run_1/met1.png
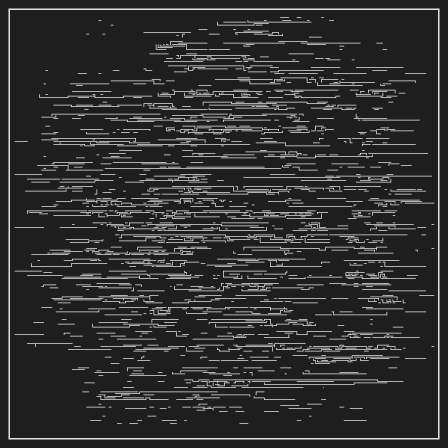
run_1/drive_strength.png
The bar under the picture is 20 microns long.
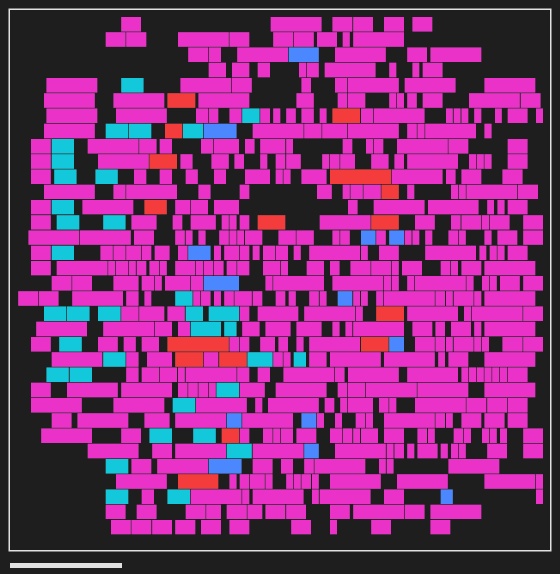
run_1/final_clocks.png
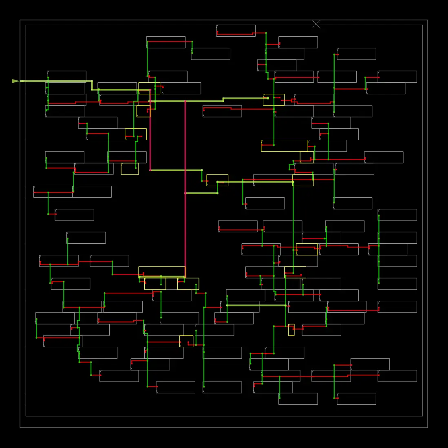
run_1/met2.png
Cells faint in the background.
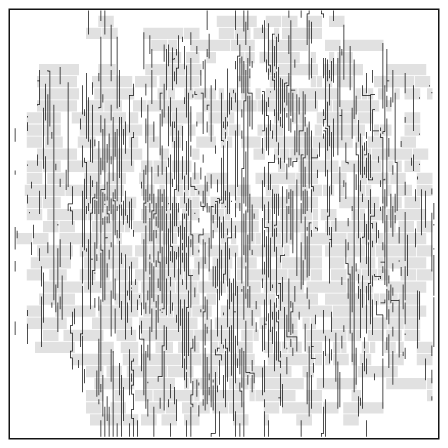
File: config.mk
export PLATFORM = sky130hd
export DESIGN_NAME = muldiv_unit
export DESIGN_NICKNAME = d
export VERILOG_FILES = /design/src/rtl/muldiv_unit.sv
export SDC_FILE = /design/constraint.sdc
export NUM_CORES = 1
export LEC_CHECK = 0
export CAP_MARGIN = 20
export CORE_UTILIZATION = 53
export CTS_CLUSTER_SIZE = 30
export DETAILED_ROUTE_END_ITERATION = 16
export PLACE_DENSITY = 0.91
export SYNTH_ARGS = -nofsm -noshare
export SYNTH_HDL_FRONTEND = slang
export SYNTH_SLANG_ARGS = --single-unit
File: constraint.sdc
create_clock -name clock -period 3.7 [get_ports clock]
set_clock_uncertainty 0.1 [all_clocks]
set_input_delay 0.74 -clock clock [delete_from_list [all_inputs] [get_ports clock]]
set_output_delay 0.74 -clock clock [all_outputs]
set_load 0.005 [all_outputs]
File: src/rtl/muldiv_unit.sv
// Iterative unsigned multiply/divide unit writing both results to the register file in one cycle.
// Build option: define MULDIV_DIV_EN to include the restoring divider; otherwise divide reports error.
module muldiv_unit #(
    parameter int WIDTH = 16
) (
    input  logic             clock,
    input  logic             reset,
    input  logic             start,
    input  logic             op,
    input  logic [WIDTH-1:0] operand_a,
    input  logic [WIDTH-1:0] operand_b,
    input  logic [3:0]       dest_reg,
    output logic             busy,
    output logic             done,
    output logic             error,
    output logic [1:0]       RegWrite,
    output logic [3:0]       WriteReg1,
    output logic [3:0]       WriteReg2,
    output logic [WIDTH-1:0] WriteData1,
    output logic [WIDTH-1:0] WriteData2
);

    localparam int CW = $clog2(WIDTH);

    typedef enum logic [1:0] {
        S_IDLE,
        S_BUSY,
        S_DONE
    } state_t;

    state_t             state_q;
    logic [CW-1:0]      cnt_q;
    logic [2*WIDTH-1:0] acc_q;
    logic [2*WIDTH-1:0] acc_d;
    logic [WIDTH-1:0]   b_q;
    logic               busy_q;
    logic               done_q;
    logic               error_q;
    logic [1:0]         regwrite_q;
    logic [3:0]         wreg1_q;
    logic [WIDTH-1:0]   wdata1_q;
    logic [WIDTH-1:0]   wdata2_q;
    logic [WIDTH:0]     mul_sum;

`ifdef MULDIV_DIV_EN
    logic               op_q;
    logic [WIDTH:0]     div_shift;
    logic               div_ge;
    logic [WIDTH-1:0]   div_sub;
`endif

    // acc_q holds {partial product, multiplier} or {remainder, dividend/quotient}
    always_comb begin
        mul_sum = {1'b0, acc_q[2*WIDTH-1:WIDTH]} + (acc_q[0] ? {1'b0, b_q} : '0);
        acc_d   = {mul_sum, acc_q[WIDTH-1:1]};
`ifdef MULDIV_DIV_EN
        div_shift = {acc_q[2*WIDTH-1:WIDTH], acc_q[WIDTH-1]};
        div_ge    = div_shift >= {1'b0, b_q};
        div_sub   = div_shift[WIDTH-1:0] - b_q;
        if (op_q) begin
            if (div_ge) begin
                acc_d = {div_sub, acc_q[WIDTH-2:0], 1'b1};
            end else begin
                acc_d = {div_shift[WIDTH-1:0], acc_q[WIDTH-2:0], 1'b0};
            end
        end
`endif
    end

    always_ff @(posedge clock or posedge reset) begin
        if (reset) begin
            state_q    <= S_IDLE;
            cnt_q      <= '0;
            acc_q      <= '0;
            b_q        <= '0;
            busy_q     <= 1'b0;
            done_q     <= 1'b0;
            error_q    <= 1'b0;
            regwrite_q <= 2'd0;
            wreg1_q    <= 4'd0;
            wdata1_q   <= '0;
            wdata2_q   <= '0;
`ifdef MULDIV_DIV_EN
            op_q       <= 1'b0;
`endif
        end else begin
            case (state_q)
                S_IDLE: begin
                    done_q     <= 1'b0;
                    error_q    <= 1'b0;
                    regwrite_q <= 2'd0;
                    if (start) begin
                        cnt_q   <= '0;
                        acc_q   <= {{WIDTH{1'b0}}, operand_a};
                        b_q     <= operand_b;
                        wreg1_q <= dest_reg;
                        busy_q  <= 1'b1;
`ifdef MULDIV_DIV_EN
                        op_q    <= op;
`endif
                        if (op) begin
`ifdef MULDIV_DIV_EN
                            if (operand_b == '0) begin
                                state_q    <= S_DONE;
                                done_q     <= 1'b1;
                                error_q    <= 1'b1;
                                wdata1_q   <= '1;
                                wdata2_q   <= operand_a;
                                regwrite_q <= (dest_reg == 4'd0) ? 2'd1 : 2'd2;
                            end else begin
                                state_q <= S_BUSY;
                            end
`else
                            state_q    <= S_DONE;
                            done_q     <= 1'b1;
                            error_q    <= 1'b1;
                            regwrite_q <= 2'd0;
`endif
                        end else begin
                            state_q <= S_BUSY;
                        end
                    end
                end
                S_BUSY: begin
                    acc_q <= acc_d;
                    cnt_q <= cnt_q + 1'b1;
                    if (cnt_q == CW'(WIDTH - 1)) begin
                        state_q    <= S_DONE;
                        done_q     <= 1'b1;
                        error_q    <= 1'b0;
                        wdata1_q   <= acc_d[WIDTH-1:0];
                        wdata2_q   <= acc_d[2*WIDTH-1:WIDTH];
                        // R0 as destination: only the primary result survives
                        regwrite_q <= (wreg1_q == 4'd0) ? 2'd1 : 2'd2;
                    end
                end
                S_DONE: begin
                    state_q    <= S_IDLE;
                    busy_q     <= 1'b0;
                    done_q     <= 1'b0;
                    error_q    <= 1'b0;
                    regwrite_q <= 2'd0;
                end
                default: begin
                    state_q    <= S_IDLE;
                    busy_q     <= 1'b0;
                    done_q     <= 1'b0;
                    error_q    <= 1'b0;
                    regwrite_q <= 2'd0;
                end
            endcase
        end
    end

    assign busy       = busy_q;
    assign done       = done_q;
    assign error      = error_q;
    assign RegWrite   = regwrite_q;
    assign WriteReg1  = wreg1_q;
    assign WriteReg2  = 4'd0;
    assign WriteData1 = wdata1_q;
    assign WriteData2 = wdata2_q;

endmodule
==> run summary, run 1 <==
status -> finished with violations
failing checks -> DRC
Iter 0 DRT Violations -> 222
Tmin final -> 2.925 ns
beginning of the worst hold path -> WriteData1[9]$_DFFE_PP0P_
synth unique cells -> 55
RSZ-0062 raised after global routing -> false
vias in the first global route -> 3647
met1 usage -> 32.38%
GRT overflow -> 0
switching portion of total power -> 37.81%
DP Cell Count -> 636
reg2reg path depth -> 8
DP HPWL -> 7.538 mm
sequential share of power -> 39.3%
R2R Path Start -> acc_q[0]$_DFFE_PP0P_
f_max -> 0.3418 GHz
post-synthesis average cell area -> 10.20 sq um
Top cell excl fill/tap -> nand2_1
switching power -> 1.512 mW
clk pwr -> 0.776 mW
Placeable Area -> 0.008678 sq mm
Total GRT Usage -> 24.51%
hold depth -> 2
leak pwr -> 2.674 nW
post-route DRC violation count -> 1
ys async rst share -> 100.0%
first drt pass iteration count -> 11
critical path buffer and inverter count -> 0
Top cells excl fill/tap -> 100 x nand2_1, 95 x dfrtp_1, 80 x clkdlybuf4s50_1
Notes on met1.png above:
The layer holds 45% of the routed length. The wires run mostly horizontal.

Notes on drive_strength.png above:
drive 1 or less: marked magenta, cells 480, share 88%. drive 2: marked cyan, cells 35, share 6.4%. drive 3 to 4: marked blue, cells 13, share 2.4%. drive 6 and up: marked red, cells 16, share 2.9%.

Notes on final_clocks.png above:
Clock Latency Late Sink: 0.36 ns
CTS Sinks: 95
cts bufs inserted: 9

Notes on met2.png above:
The wires run mostly vertical. The layer holds 49% of the routed length.
Vias: 3679
post-detailed-routing wire length: 10.52 mm
grt met2 use: 41.61%

-- run 1: cell usage after synthesis (9+ instances only) --
cell type	count
xnor2_1	9
dfrtp_1	95
o21ai_0	32
and2_1	18
nand3_1	9
nand2_1	100
nor2_1	18
o21ai_1	9
a21oi_1	15
mux2i_1	17
clkbuf_1	11
ha_1	17
mux2_2	25
-- run 1: metrics by stage --
step                      total power, mW  cell area, sq um  setup slack (ns)  utilization [%]  hold slack, ns
after floorplan                     2.743              4733            0.3830                -          0.3563
after detailed placement            3.221              5635            0.8341            64.94          0.3610
final                               3.999              5861            0.7746            67.53          0.3774
after global routing                4.271              5861            0.6526            67.53          0.4146
after global placement              3.142              5635            0.9619            64.94          0.3567
after CTS                           4.010              5861            0.7899            67.53          0.3819
-- run 1: logic make-up after synthesis --
group | after synthesis | share of synthesized area, %
AOI/OAI and AO/OA | 95 | 13.20
and+or+nand+nor | 170 | 16.61
adders and majority gates | 18 | 4.928
buffers and inverters | 31 | 3.100
muxes | 43 | 9.883
other | 1 | 0.07942
DFF | 95 | 50.34
xor gates and xnor gates | 10 | 1.855
-- run 1: cell type report --
class	count	area, sq um	share of cell area, %
Multi-Input combinational cell	340	2228	38.02
Timing Repair Buffer	88	873.3	14.90
Tap cell	108	135.1	2.306
Sequential cell	95	2377	40.56
Inverter	5	21.27	0.3629
Clock buffer	10	127.6	2.178
Clock inverter	6	97.59	1.665
-- run 1: tightest hold or removal path, cell delays in order, from the launching register on --
cell	delay [ns]
dfrtp_1	0.35
nand2_1	0.05
nand2_1	0.06
-- run 1: sequential cells by signal, indices dropped and copies added, names as in the netlist --
signal      flops
busy            1
acc_q          32
WriteReg1       4
RegWrite        2
b_q            16
cnt_q           4
WriteData2     16
state_q         2
WriteData1     16
error           1
done            1
==> run 2, diff against run 1 <==
- clock period: 3.7 -> 2.9 ns (I/O delays scaled with it)
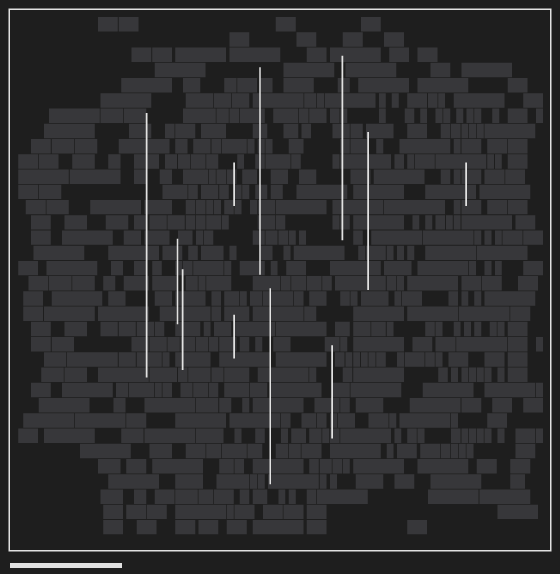
run_2/met4.png
The bar under the picture is 20 microns long. Cells faint in the background.
The layer holds 2.4% of the routed length. The wires run mostly vertical. The layer carries 250 microns of wire. 9 nets have wire on it.
Vias: 3653
post-detailed-routing wire length: 10.32 mm

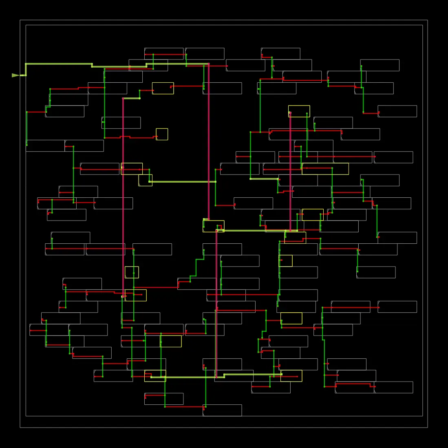
run_2/final_clocks.png
clk pwr: 0.934 mW
flop count: 95
Clock Latency Late Sink: 0.37 ns
clock buf count: 11

==> run 2 against run 1 <==
Net effect:
- the run now ends clean
- utilization is essentially flat
- die size is the same
- cell count grew 0.15%
- sequential share of layout area is essentially flat
- design area is essentially flat
- combinational power grew 28%
- via count shrank 0.71%
- power grew 26%
- worst hold slack lost 0.0017 ns
- flip-flop count is the same
- critical endpoint unchanged
==> run summary, run 2 <==
Most flops, register -> acc_q
first drt pass iteration count -> 4
reg2reg path depth -> 8
Placeable Area -> 0.008678 sq mm
Post-Synth XOR/XNOR Area -> 1.855%
Basic Gates by Area -> 16.61%
GRT overflow -> 0
status -> finished clean
hold depth -> 2
Final Cell Area -> 0.005859 sq mm
Worst Slack Setup Final -> 0.2581 ns
fin util -> 67.52%
most frequent cells after synthesis -> 100 x nand2_1, 95 x dfrtp_1, 32 x o21ai_0, 25 x mux2_2
Top cell excl fill/tap -> nand2_1
Tmin final -> 2.642 ns
Top cells excl fill/tap -> 100 x nand2_1, 95 x dfrtp_1, 80 x clkdlybuf4s50_1
hold_ws -> 0.3757 ns
met1 usage -> 32.68%
aoi share -> 13.20%
Adder Share, Synth -> 4.928%
cts bufs inserted -> 9
ys async rst share -> 100.0%
post-synthesis average cell area -> 10.20 sq um
run 2: netlist changes by cell type in the layout (fill, tap and decap cells not counted), moves of 2 or more:
cell | previous run | this run
clkinvlp_4 | 0 | 2
inv_6 | 3 | 1
clkbuf_8 | 9 | 11
clkinv_4 | 0 | 2
run 2: path summary, 6_finish.rpt:
path	from	to	slack, ns
worst max-delay path	acc_q[0]$_DFFE_PP0P_	acc_q[29]$_DFFE_PP0P_	0.26
worst min-delay path	WriteData1[7]$_DFFE_PP0P_	WriteData1[7]$_DFFE_PP0P_	0.38
worst max register to register	acc_q[0]$_DFFE_PP0P_	acc_q[29]$_DFFE_PP0P_	0.26
worst min register to register	WriteData1[7]$_DFFE_PP0P_	WriteData1[7]$_DFFE_PP0P_	0.38
max in group asynchronous	reset	acc_q[23]$_DFFE_PP0P_	1.70
min in group asynchronous	reset	WriteData1[2]$_DFFE_PP0P_	0.56
run 2: final cells by class:
cell class	instances	area (sq um)
fill	652	2819
sequential	95	2377
multi-input combinational	340	2228
timing repair buffer	89	880.8
clock buffer	11	151.4
tap	108	135.1
clock inverter	5	63.81
inverter	5	22.52
run 2: power by group through the flow:
stage | sequential (mW) | clock (mW) | combinational, mW
2_1_floorplan | 1.92 | 0 | 1.58
3_3_place_gp | 1.98 | 0 | 2.03
3_5_place_dp | 2.00 | 0 | 2.12
4_1_cts | 1.98 | 0.952 | 2.13
5_1_grt | 2.03 | 1.01 | 2.36
6_report | 1.98 | 0.934 | 2.12
run 2: worst max-delay path: stages (launching register included):
cell and delay (ns):
dfrtp_1 0.39, buf_4 0.18, and2_1 0.20, fa_1 0.43, a21oi_1 0.28, o211a_4 0.26, nor3_2 0.06, or3_1 0.38
a32o_1 0.27
Power figures rest on the tool's default switching activity, not on a simulated workload.
